--- src/rtl/local_network_interface_pkg.sv ---
// rtl/local_network_interface_pkg.sv - shared mesh configuration and packet format
package local_network_interface_pkg;

    // Mesh dimensions (columns N, rows M)
    localparam int N = 4;
    localparam int M = 4;

    localparam int X_W      = (N > 1) ? $clog2(N) : 1;
    localparam int Y_W      = (M > 1) ? $clog2(M) : 1;
    localparam int PKT_TS_W = 16;
    localparam int DATA_W   = 16;

    typedef struct packed {
        logic [X_W-1:0]      x_source;
        logic [Y_W-1:0]      y_source;
        logic [X_W-1:0]      x_dest;
        logic [Y_W-1:0]      y_dest;
        logic                measure;
        logic [PKT_TS_W-1:0] timestamp;
        logic [DATA_W-1:0]   data;
    } packet_t;

endpackage

--- src/rtl/local_network_interface_inject_fifo.sv ---
// rtl/local_network_interface_inject_fifo.sv - synchronous packet FIFO for the inject path
module ni_inject_fifo
    import local_network_interface_pkg::*;
#(
    parameter int DEPTH = 4
) (
    input  logic    clk,
    input  logic    reset,
    input  logic    push,
    input  packet_t push_data,
    input  logic    pop,
    output packet_t head,
    output logic    full,
    output logic    empty
);

    localparam int AW = $clog2(DEPTH);

    packet_t         mem [DEPTH];
    logic [AW-1:0]   wr_ptr;
    logic [AW-1:0]   rd_ptr;
    logic [AW:0]     count;
    logic            do_push;
    logic            do_pop;

    assign full    = (count == (AW+1)'(DEPTH));
    assign empty   = (count == '0);
    assign do_push = push && !full;
    assign do_pop  = pop && !empty;
    assign head    = mem[rd_ptr];

    // Storage array; contents are don't-care until written, so no reset
    always_ff @(posedge clk) begin
        if (do_push) begin
            mem[wr_ptr] <= push_data;
        end
    end

    // Pointers wrap naturally because DEPTH is a power of two
    always_ff @(posedge clk) begin
        if (reset) begin
            wr_ptr <= '0;
            rd_ptr <= '0;
            count  <= '0;
        end else begin
            if (do_push) begin
                wr_ptr <= wr_ptr + 1'b1;
            end
            if (do_pop) begin
                rd_ptr <= rd_ptr + 1'b1;
            end
            if (do_push && !do_pop) begin
                count <= count + 1'b1;
            end else if (do_pop && !do_push) begin
                count <= count - 1'b1;
            end
        end
    end

endmodule

--- src/rtl/local_network_interface.sv ---
// rtl/local_network_interface.sv - core-to-router network interface with latency statistics
module local_network_interface
    import local_network_interface_pkg::*;
#(
    parameter int X_LOC     = 0,
    parameter int Y_LOC     = 0,
    parameter int INJ_DEPTH = 4,
    parameter int TS_W      = 16,
    parameter int CNT_W     = 32
) (
    input  logic             clk,
    input  logic             reset,
    input  packet_t          i_core_data,
    input  logic             i_core_val,
    output logic             o_core_rdy,
    output packet_t          o_core_data,
    output logic             o_core_val,
    input  logic             i_core_rdy,
    output packet_t          o_net_data,
    output logic             o_net_data_val,
    input  logic             i_net_en,
    input  packet_t          i_net_data,
    input  logic             i_net_data_val,
    output logic             o_net_en,
    output logic [CNT_W-1:0] o_tx_count,
    output logic [CNT_W-1:0] o_rx_count,
    output logic [CNT_W-1:0] o_lat_sum
);

    localparam int              SW      = ((CNT_W > TS_W) ? CNT_W : TS_W) + 1;
    localparam logic [CNT_W-1:0] CNT_MAX = '1;

    logic [TS_W-1:0]  cyc;
    packet_t          push_pkt;
    packet_t          fifo_head;
    logic             fifo_full;
    logic             fifo_empty;
    logic             core_push;
    logic             net_pop;

    packet_t          core_data_q;
    logic             core_val_q;
    logic             eject_load;

    logic [CNT_W-1:0] tx_q;
    logic [CNT_W-1:0] rx_q;
    logic [CNT_W-1:0] lat_q;
    logic [TS_W-1:0]  latency;
    logic [SW-1:0]    lat_sum_wide;

    // Free-running timestamp source
    always_ff @(posedge clk) begin
        if (reset) begin
            cyc <= '0;
        end else begin
            cyc <= cyc + 1'b1;
        end
    end

    // Stamp node coordinates and injection time onto the core packet
    always_comb begin
        push_pkt           = i_core_data;
        push_pkt.x_source  = X_W'(X_LOC);
        push_pkt.y_source  = Y_W'(Y_LOC);
        push_pkt.timestamp = PKT_TS_W'(cyc);
    end

    assign o_core_rdy     = !reset && !fifo_full;
    assign core_push      = i_core_val && o_core_rdy;
    assign o_net_data_val = !reset && !fifo_empty && i_net_en;
    assign net_pop        = o_net_data_val;
    assign o_net_data     = (reset || fifo_empty) ? '0 : fifo_head;

    ni_inject_fifo #(
        .DEPTH (INJ_DEPTH)
    ) u_inject_fifo (
        .clk       (clk),
        .reset     (reset),
        .push      (core_push),
        .push_data (push_pkt),
        .pop       (net_pop),
        .head      (fifo_head),
        .full      (fifo_full),
        .empty     (fifo_empty)
    );

    // One-entry eject register: accepting and reloading in one cycle keeps valid high
    assign o_net_en    = !core_val_q || i_core_rdy;
    assign eject_load  = i_net_data_val && o_net_en;
    assign o_core_val  = core_val_q;
    assign o_core_data = core_data_q;

    always_ff @(posedge clk) begin
        if (reset) begin
            core_val_q  <= 1'b0;
            core_data_q <= '0;
        end else if (eject_load) begin
            core_val_q  <= 1'b1;
            core_data_q <= i_net_data;
        end else if (i_core_rdy) begin
            core_val_q  <= 1'b0;
        end
    end

    // Latency uses modular subtraction so a counter wrap between stamp and eject is harmless
    assign latency      = cyc - TS_W'(i_net_data.timestamp);
    assign lat_sum_wide = SW'(lat_q) + SW'(latency);

    // Saturating traffic statistics
    always_ff @(posedge clk) begin
        if (reset) begin
            tx_q  <= '0;
            rx_q  <= '0;
            lat_q <= '0;
        end else begin
            if (net_pop && tx_q != CNT_MAX) begin
                tx_q <= tx_q + 1'b1;
            end
            if (eject_load && i_net_data.measure) begin
                if (rx_q != CNT_MAX) begin
                    rx_q <= rx_q + 1'b1;
                end
                if (lat_sum_wide > SW'(CNT_MAX)) begin
                    lat_q <= CNT_MAX;
                end else begin
                    lat_q <= lat_sum_wide[CNT_W-1:0];
                end
            end
        end
    end

    assign o_tx_count = tx_q;
    assign o_rx_count = rx_q;
    assign o_lat_sum  = lat_q;

    // The router must not present data while the eject register is blocked
    property p_no_data_when_blocked;
        @(posedge clk) disable iff (reset) i_net_data_val |-> o_net_en;
    endproperty
    a_no_data_when_blocked: assert property (p_no_data_when_blocked);

endmodule

--- config.mk ---
export PLATFORM = sky130hd
export DESIGN_NAME = local_network_interface
export DESIGN_NICKNAME = d
export VERILOG_FILES = /design/src/rtl/local_network_interface_pkg.sv /design/src/rtl/local_network_interface_inject_fifo.sv /design/src/rtl/local_network_interface.sv
export SDC_FILE = /design/constraint.sdc
export NUM_CORES = 1
export LEC_CHECK = 0
export ABC_AREA = 1
export ABC_CLOCK_PERIOD_IN_PS = 9250
export CAP_MARGIN = 20
export CORE_UTILIZATION = 40
export DETAILED_ROUTE_END_ITERATION = 7
export PLACE_DENSITY = 0.66
export SLEW_MARGIN = 10
export SYNTH_ARGS = -nofsm -noshare
export SYNTH_HDL_FRONTEND = slang
export SYNTH_SLANG_ARGS = --single-unit
--- constraint.sdc ---
create_clock -name clk -period 9.25 [get_ports clk]
set_input_delay 1.85 -clock clk [delete_from_list [all_inputs] [get_ports clk]]
set_output_delay 1.85 -clock clk [all_outputs]
set_load 0.005 [all_outputs]
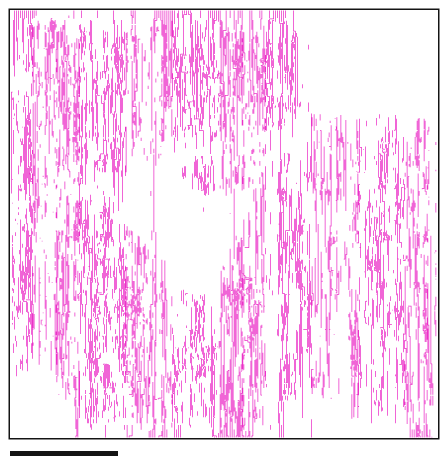
*Metal 2, run 1*
Bar = 50 microns.
The layer holds 47% of the routed length. The layer carries 19600 microns of wire.
Via Count: 13382
GRT met2 Usage: 34.9%
drt total wl: 42000 microns

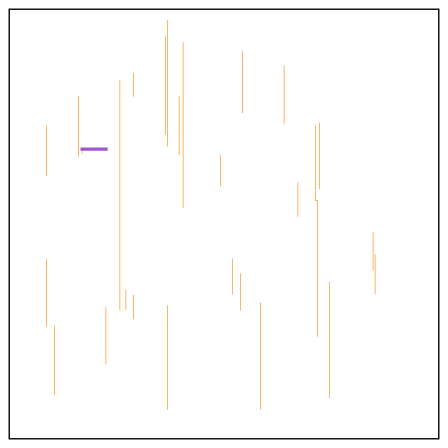
*Metal layers overlaid, run 1*
Two of the layers only.
Key: M5 = purple [wire length 11.0 microns]; M4 = orange [wire length 925 microns]
WL per Instance: 15.7 microns
gr usage total: 21.1%

==> impl_metrics.json, run 1 <==
{
  "cp_data_required_time_ns": 7.40,
  "num-clock-buffers": 51,
  "cts_tree": "yes",
  "p_leak_uw": 0.00741,
  "warnings": 50,
  "fp-row-count": 71,
  "nWellTaps": 511,
  "synthArstFlopShare_pct": 0,
  "vias_per_cell": 5.00,
  "critical_path_class": "in2out",
  "nNonClkInverters": 169,
  "grt_max_degree": 96,
  "worstPathMaxFanout": 68,
  "edf_count": 148,
  "clockRootBuffer": "clkbuf_16",
  "clock_area_share_pct": 6.39,
  "top_cell": "nand2_1",
  "power.total_uw": 3500,
  "yosys_area_sq_um": 15500,
  "first_pass_iters": 4,
  "r2r_setup_slack_ns": 5.20,
  "syn_inst": 1916,
  "met2_wirelength_microns": 19600,
  "io_pins": 270,
  "drt-met1-wl_microns": 18600,
  "antenna_found_initial": 1,
  "fin_setup_tns_ns": 0,
  "top_area_share_pct": 28.6,
  "clock_skew_ns": 0.0183,
  "synth-cells-yosys": 1916,
  "maxCapViolCount": 0,
  "common_cells": "nand2_1, nor2_1, o21ai_0",
  "final_cell_mix": "nand2_1, nor2_1, clkdlybuf4s50_1",
  "ff_count": 311,
  "crit_start": "reset",
  "power_density_nw_per_um2": 178,
  "drc": 0,
  "final.period_utilization_pct": 62.7,
  "rsz0062_at_grt": "no",
  "topCellsByArea": "edfxtp_1, dfxtp_1, nand2_1, nor2_1, o21ai_0",
  "multi_input_comb_cells": 1366,
  "area.share.combinational_pct": 35.0,
  "worst_setup_path_end_kind": "output port",
  "grt_pass1_wl_microns": 66000,
  "timing.fmax_mhz": 173,
  "ys_warn_count": 0,
  "dieHeight_microns": 199,
  "endpoint": "o_net_data[21]",
  "num_antenna_cells": 0,
  "cts.clk_slew.worst_paths_ns": 0.05,
  "insertion_delay_ns": 0.55,
  "cts_buffer_depth": 3,
  "worstReg2RegStart": "cyc[2]$_SDFF_PP0_",
  "hp-class": "reg2reg",
  "dieWidth_microns": 199,
  "overflow": 0,
  "finalSetupViolCount": 0,
  "post-cts-setup-buffers": 0,
  "synth_area_sq_um": 15500,
  "ys_ff": 311,
  "mostFrequentLayoutCell": "nand2_1",
  "drive_gt1_share_pct": 6.18,
  "postCtsHoldBufs": 0,
  "ant_nets": 0,
  "drtIter0Drc": 700,
  "htreeDepth": 2,
  "ys_seq_share_pct": 49.6,
  "min_from": "u_inject_fifo.rd_ptr[1]$_SDFFE_PP0P_",
  "fp.coreArea_sq_um": 37900,
  "worst_pin_slew_ns": 0.990,
  "placed_area_sq_um": 18400,
  "fin_area_sq_um": 19600,
  "wl_met3_microns": 2970,
  "rr_worst_depth": 21,
  "numCtsBuffers": 36,
  "avgSynthCellArea_sq_um": 8.10,
  "whs_endpoint": "u_inject_fifo.rd_ptr[1]$_SDFFE_PP0P_",
  "comb_area_sq_um": 6870,
  "nNetsFinal": 2271,
  "cts.sinks": 311,
  "status": "complete, no violations",
  "min_period_ns": 5.80,
  "nFillCells": 3554,
  "port_buffers": 245,
  "largest_class": "registers",
  "cp.arrival_ns": 3.95,
  "synth_cell_types": 47,
  "signal_buffers": 256,
  "grt_pass1_vias": 12826,
  "dieArea_sq_um": 39600
}
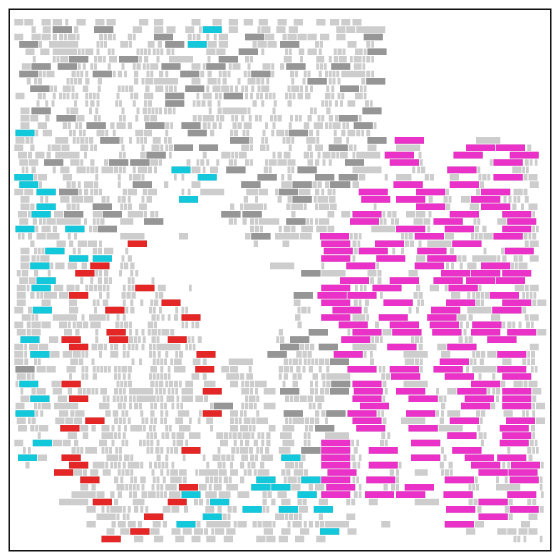
*Register map, names as in the netlist, run 1*
Other sequential cells in the stronger grey, the rest of the logic in the fainter grey.
Key: o_lat_sum = red [sequential cells 32]; o_core_data = cyan [sequential cells 41]; u_inject_fifo.mem = magenta [sequential cells 148]
Final Util: 51.8%
Register Area: 7710 sq um
sequential power: 1530 uW
flop share of the area: 39.3%

## run 1: metal layers
layer | vias up | global-route usage, %
li1 | 6728 | -
met1 | 6221 | 27.2
met2 | 366 | 34.9
met3 | 65 | 4.85
met4 | 2 | 7.15
met5 | - | 0
## run 1: per-stage QoR
stage	utilization, %	setup WS (ns)	std cells	hold WS [ns]
global route	51.8	3.31	2678	0.500
detailed placement	48.5	3.42	2613	0.464
CTS	51.8	3.41	2678	0.476
global placement	48.5	3.44	2613	0.453
finish	51.8	3.45	2678	0.468
floorplan	-	4.71	1919	0.436
## run 1: critical path: stages
cell             delay (ns)
buf_2                  0.07
buf_4                  0.63
inv_2                  0.12
o31ai_4                0.08
buf_4                  0.49
a21oi_1                0.11
clkdlybuf4s50_1        0.50
## run 1: logic make-up after synthesis
| kind of cell | count (synthesis) | share of synthesized area [%] |
|---|---|---|
| xor gates and xnor gates | 83 | 4.68 |
| other | 1 | 0.0242 |
| and+or+nand+nor | 865 | 22.9 |
| DFF | 311 | 49.6 |
| AOI/OAI and AO/OA | 371 | 12.7 |
| buffers and inverters | 242 | 6.48 |
| adders and majority gates | 43 | 3.61 |
## run 1: power by group
part	internal, uW	total [uW]	switching [uW]
registers	1490	1530	35.1
clock network	915	1490	579
logic	207	483	276
## run 1: sequential cells by signal, summed over array words and instances (netlist names), 3 cells and up, named ones only
name,count
u_inject_fifo.mem,148
o_core_data,41
o_lat_sum,32
o_rx_count,32
o_tx_count,32
cyc,16
u_inject_fifo.count,3
## Run 2: what changed since run 1
--- a/config.mk
+++ b/config.mk
@@ -6,7 +6,7 @@
 export NUM_CORES = 1
 export LEC_CHECK = 0
 export ABC_AREA = 1
-export ABC_CLOCK_PERIOD_IN_PS = 9250
+export ABC_CLOCK_PERIOD_IN_PS = 5900
 export CAP_MARGIN = 20
 export CORE_UTILIZATION = 40
 export DETAILED_ROUTE_END_ITERATION = 7
==> constraint.sdc (replaced) <==
create_clock -name clk -period 5.9 [get_ports clk]
set_input_delay 1.18 -clock clk [delete_from_list [all_inputs] [get_ports clk]]
set_output_delay 1.18 -clock clk [all_outputs]
set_load 0.005 [all_outputs]
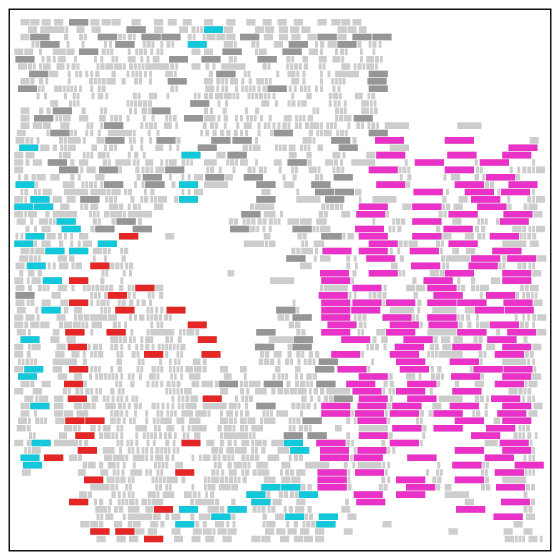
*Register map, names as in the netlist, run 2*
Other sequential cells in the stronger grey, the rest of the logic in the fainter grey.
Key: u_inject_fifo.mem = magenta [sequential cells 148]; o_core_data = cyan [sequential cells 41]; o_lat_sum = red [sequential cells 32]
Another 90 sequential cells are not coloured.
Final Util: 51.5%
sequential power: 2400 uW
flop share of the area: 39.4%

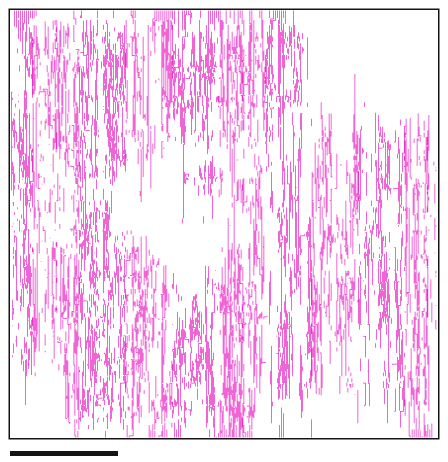
*Metal 2, run 2*
Bar = 50 microns.
1746 nets have wire on it. The wires run mostly vertical.
drt total wl: 41800 microns
Via Count: 13258
GRT met2 Usage: 35.7%

==> impl_metrics.json, run 2 <==
{
  "status": "complete, no violations",
  "topCellsByArea": "edfxtp_1, dfxtp_1, nand2_1, nor2_1, o21ai_0",
  "mostFrequentLayoutCell": "nand2_1",
  "place_ws_ns": 0.855,
  "cpLargestDelayFamily": "simple AND/OR/NAND/NOR gates",
  "drtIter0Drc": 656,
  "dieArea_sq_um": 39600,
  "grt_max_degree": 96,
  "numCtsBuffers": 35,
  "ant_nets": 0,
  "power.total_uw": 5340,
  "final_cell_mix": "nand2_1, nor2_1, clkdlybuf4s50_1",
  "top_register": "u_inject_fifo.mem",
  "placed_area_sq_um": 18400,
  "fp.coreArea_sq_um": 37900,
  "worstReg2RegStart": "cyc[2]$_SDFF_PP0_",
  "hp-class": "reg2reg",
  "seqCellArea_sq_um": 7710,
  "first_pass_iters": 5,
  "overflow": 0,
  "synth-cells-yosys": 1916,
  "timing.hold.ws_ns": 0.465,
  "wl_per_cell_microns": 15.6,
  "timing.rr.end": "o_lat_sum[30]$_SDFFE_PP0P_",
  "crit_path_top_delay_cell": "clkdlybuf4s50_1",
  "top_cell": "nand2_1",
  "fin_area_sq_um": 19500,
  "clockRootBuffer": "clkbuf_16",
  "clock_skew_ns": 0.0203,
  "worstPathCellList": "clkdlybuf4s50_1, inv_1, ha_1, a21oi_1, nand2_1, a21boi_0, o21ai_0, nand3_1, nand2_1, xor2_1, ha_1, nand2_1, nand2_1, nand2_1, nand2_1, a21oi_1, nand2_4, nand3_4, nand2_4, inv_4, nand3_1, nand2_1, inv_1",
  "largest_register_ffs": 148,
  "ys_ff": 311,
  "num_antenna_cells": 0,
  "postCtsHoldBufs": 0,
  "min_period_ns": 4.52,
  "fp-row-count": 71,
  "max_stage_delay_ns": 0.45,
  "cts.sinks": 311,
  "top_area_share_pct": 28.6,
  "r2r_setup_slack_ns": 1.93,
  "p_leak_uw": 0.00735,
  "comb_area_sq_um": 6870,
  "rr_worst_depth": 21,
  "grt_pass1_vias": 12841,
  "min_from": "u_inject_fifo.rd_ptr[1]$_SDFFE_PP0P_",
  "warnings": 50,
  "cts_tree": "yes",
  "worst_pin_slew_ns": 0.986,
  "worstPathMaxFanout": 25,
  "cts.clk_slew.worst_paths_ns": 0.06,
  "rsz0062_at_grt": "no",
  "timing.fmax_mhz": 221,
  "dieWidth_microns": 199,
  "dieHeight_microns": 199,
  "fin_setup_tns_ns": 0,
  "maxCapViolCount": 0,
  "globalRouteTotalUtil_pct": 21.1,
  "insertion_delay_ns": 0.56,
  "nNetsFinal": 2271,
  "setup_slack_ns": 1.38,
  "drive_gt1_share_pct": 6.18,
  "io_pins": 270,
  "synth_area_sq_um": 15500,
  "antenna_found_initial": 2,
  "htreeDepth": 2,
  "cp_data_required_time_ns": 6.35,
  "fin_cells": 2678,
  "port_buffers": 245,
  "grt_pass1_wl_microns": 66000,
  "final.period_utilization_pct": 76.6,
  "worst_setup_path_end_kind": "flip-flop",
  "edf_count": 148,
  "path_buffers": 4,
  "cts_buffer_depth": 3,
  "cp.arrival_ns": 4.96,
  "numPlacedInstances": 2614,
  "crit_top_cell": "nand2_1",
  "common_cells": "nand2_1, nor2_1, o21ai_0",
  "drc": 0,
  "synthArstFlopShare_pct": 0,
  "critical_path_class": "in2reg",
  "nFillCells": 3603,
  "synth_cell_types": 47,
  "ys_seq_share_pct": 49.6,
  "ir_drop_mv": 0.201,
  "finalSetupViolCount": 0,
  "syn_inst": 1916
}
-- run 2: cell types whose count changed in the layout (fill, tap and decap cells not counted), sizes merged --
cell      change
buf           +1
clkinvlp      +2
clkinv        +3
clkbuf        -4
bufinv        -2
-- run 2: worst max-delay path by stage --
stage	start	endpoint	slack [ns]	depth (start not counted)
finish	i_net_data[18]	o_lat_sum[30]$_SDFFE_PP0P_	1.38	23
global route	i_net_data[18]	o_lat_sum[31]$_SDFFE_PP0P_	1.09	23
CTS	i_net_data[18]	o_lat_sum[30]$_SDFFE_PP0P_	1.44	23
detailed placement	i_net_data[18]	o_lat_sum[26]$_SDFFE_PP0P_	0.85	23
global placement	i_net_data[18]	o_lat_sum[31]$_SDFFE_PP0P_	0.97	23
floorplan	i_net_data[18]	o_lat_sum[10]$_SDFFE_PP0P_	2.03	21
-- run 2: power breakdown --
group / internal, uW / leakage (uW) / switching (uW)
sequential: 2340 / 0.00266 / 56.6
combinational: 325 / 0.00413 / 433
clock: 1260 / 0.000560 / 930
-- run 2: kinds of logic after synthesis --
logic type,synth area share [%]
other,0.0242
xor gates and xnor gates,4.68
buffers and inverters,6.48
and+or+nand+nor,22.9
adders and majority gates,3.61
DFF,49.6
AOI/OAI and AO/OA,12.7
-- run 2: layer usage --
metal | routed length (microns) | GRT usage [%]
met2 | 19600 | 35.7
met1 | 18500 | 26.5
met4 | 747 | 5.44
met5 | 28 | 0
met3 | 2880 | 5.85
-- run 2: cell type report --
class	count	share of cell area [%]
well taps	511	3.27
multi-input cells	1366	35.1
flip-flops and latches	311	39.4
clock inverters	17	0.999
repair buffers	257	13.0
inverters	169	3.26
clock buffers	47	4.92
## Run 3: what changed since run 2
--- a/config.mk
+++ b/config.mk
@@ -6,7 +6,7 @@
 export NUM_CORES = 1
 export LEC_CHECK = 0
 export ABC_AREA = 1
-export ABC_CLOCK_PERIOD_IN_PS = 5900
+export ABC_CLOCK_PERIOD_IN_PS = 4210
 export CAP_MARGIN = 20
 export CORE_UTILIZATION = 40
 export DETAILED_ROUTE_END_ITERATION = 7
==> constraint.sdc (replaced) <==
create_clock -name clk -period 4.21 [get_ports clk]
set_input_delay 0.842 -clock clk [delete_from_list [all_inputs] [get_ports clk]]
set_output_delay 0.842 -clock clk [all_outputs]
set_load 0.005 [all_outputs]
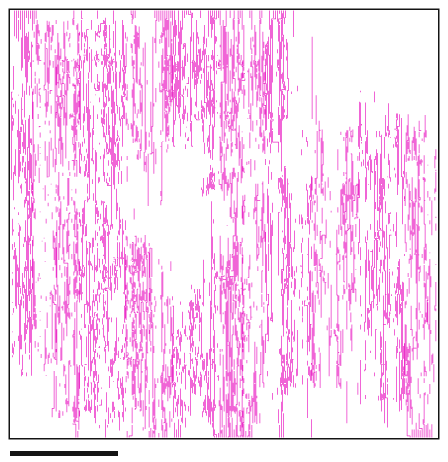
*Metal 2, run 3*
Bar = 50 microns.
1776 nets have wire on it. The layer holds 46% of the routed length.
GRT met2 Usage: 35.4%
drt total wl: 41900 microns

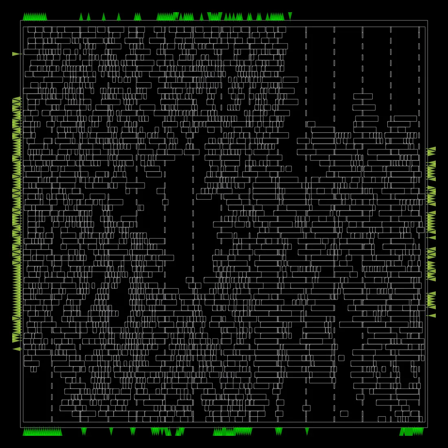
*Cell placement, run 3*
non-filler cells, final: 2712
Final Util: 52.3%
flop share of the area: 38.9%
sequential cell count: 311

==> impl_metrics.json, run 3 <==
{
  "io_pins": 270,
  "synthArstFlopShare_pct": 0,
  "buf_share_pct": 14.2,
  "synth_cell_types": 47,
  "comb_area_sq_um": 6870,
  "numCtsBuffers": 36,
  "globalRouteTotalUtil_pct": 21.3,
  "antenna_found_initial": 3,
  "top_area_share_pct": 28.6,
  "final_cell_mix": "nand2_1, nor2_1, clkdlybuf4s50_1",
  "grt_pass1_vias": 12901,
  "yosys_area_sq_um": 15500,
  "cp_data_required_time_ns": 4.64,
  "num-clock-buffers": 45,
  "min_period_ns": 3.73,
  "mostFrequentLayoutCell": "nand2_1",
  "postCtsHoldBufs": 0,
  "largest_class": "registers",
  "status": "complete, no violations",
  "hp-class": "reg2reg",
  "wl_per_cell_microns": 15.5,
  "drt-met1-wl_microns": 18200,
  "vias": 13388,
  "num_antenna_cells": 2,
  "power_density_nw_per_um2": 380,
  "fp.coreArea_sq_um": 37900,
  "top_register": "u_inject_fifo.mem",
  "post-cts-setup-buffers": 0,
  "grt_max_degree": 96,
  "worstPathMaxFanout": 10,
  "nWellTaps": 511,
  "r2r_setup_slack_ns": 0.72,
  "area.share.combinational_pct": 34.6,
  "ys_ff": 311,
  "ir_drop_mv": 0.267,
  "fp-row-count": 71,
  "cp.arrival_ns": 4.16,
  "met2_wirelength_microns": 19400,
  "avgSynthCellArea_sq_um": 8.10,
  "vias_per_cell": 4.94,
  "multi_input_comb_cells": 1366,
  "warnings": 50,
  "rsz0062_at_grt": "no",
  "first_pass_iters": 5,
  "worstReg2RegStart": "cyc[2]$_SDFF_PP0_",
  "largest_register_ffs": 148,
  "p_leak_uw": 0.00754,
  "overflow": 0,
  "clockRootBuffer": "clkbuf_16",
  "cts.clk_slew.worst_paths_ns": 0.06,
  "rr_worst_depth": 20,
  "cts_buffer_depth": 3,
  "clock_skew_ns": 0.0240,
  "worst_setup_path_end_kind": "flip-flop",
  "worst_pin_slew_ns": 0.913,
  "dieArea_sq_um": 39600,
  "highest_layer": "met5",
  "numPlacedInstances": 2644,
  "timing.fmax_mhz": 268,
  "critical_path_class": "in2reg",
  "drive_gt1_share_pct": 7.64,
  "clock_area_share_pct": 5.90,
  "synth-cells-yosys": 1916,
  "insertion_delay_ns": 0.54,
  "drtIter0Drc": 667,
  "drc": 0,
  "whs_endpoint": "u_inject_fifo.rd_ptr[1]$_SDFFE_PP0P_",
  "cts.sinks": 311,
  "crit_start": "i_net_data[18]",
  "power.total_uw": 7540,
  "seqCellArea_sq_um": 7710,
  "signal_buffers": 287,
  "synth_area_sq_um": 15500,
  "cts_tree": "yes",
  "ant_nets": 0,
  "port_buffers": 245
}
## run 3: cell counts after synthesis
No cell type changed its count.
## run 3: per-layer routing
metal / global-route usage, % / vias up
met5: 0 / -
met3: 6.17 / 66
met2: 35.4 / 331
met1: 26.6 / 6185
met4: 6.81 / 2
li1: - / 6804
## run 3: worst max-delay path: stages
cell and delay, ns:
clkdlybuf4s50_1 0.45, inv_1 0.05, ha_1 0.34, a21oi_1 0.15, nand2_1 0.11, a21boi_0 0.25
o21ai_0 0.15, nand3_1 0.09, nand2_1 0.06, xor2_1 0.23, ha_1 0.32, nand2_1 0.08
nand2_1 0.06, nand2_1 0.06, nand2_1 0.06, a21oi_1 0.22, nand2_4 0.10, nand3_4 0.07
nand2_4 0.05, inv_4 0.17, buf_12 0.17, a21oi_2 0.05
## run 3: where the power goes
group | leakage, uW | internal [uW] | switching (uW)
sequential | 0.00266 | 3280 | 91.8
combinational | 0.00430 | 491 | 599
clock | 0.000582 | 1790 | 1290
total | 0.00754 | 5560 | 1980
## run 3: cells by family after synthesis
group / count (synthesis) / share of synthesized area, %
adders and majority gates: 43 / 3.61
buffers and inverters: 242 / 6.48
AOI/OAI and AO/OA: 371 / 12.7
DFF: 311 / 49.6
other: 1 / 0.0242
xor gates and xnor gates: 83 / 4.68
and+or+nand+nor: 865 / 22.9
## run 3: through the flow
step	setup WS (ns)	TNS, ns	hold WS [ns]	instance area (sq um)
after floorplan	0.682	0	0.436	15500
after global placement	0.0188	0	0.454	18700
after detailed placement	-0.0495	-0.708	0.461	18700
after CTS	0.518	0	0.470	19800
after global routing	0.208	0	0.490	19800
final	0.477	0	0.466	19800
No activity file was given, so power comes from the tool's default toggle rates.
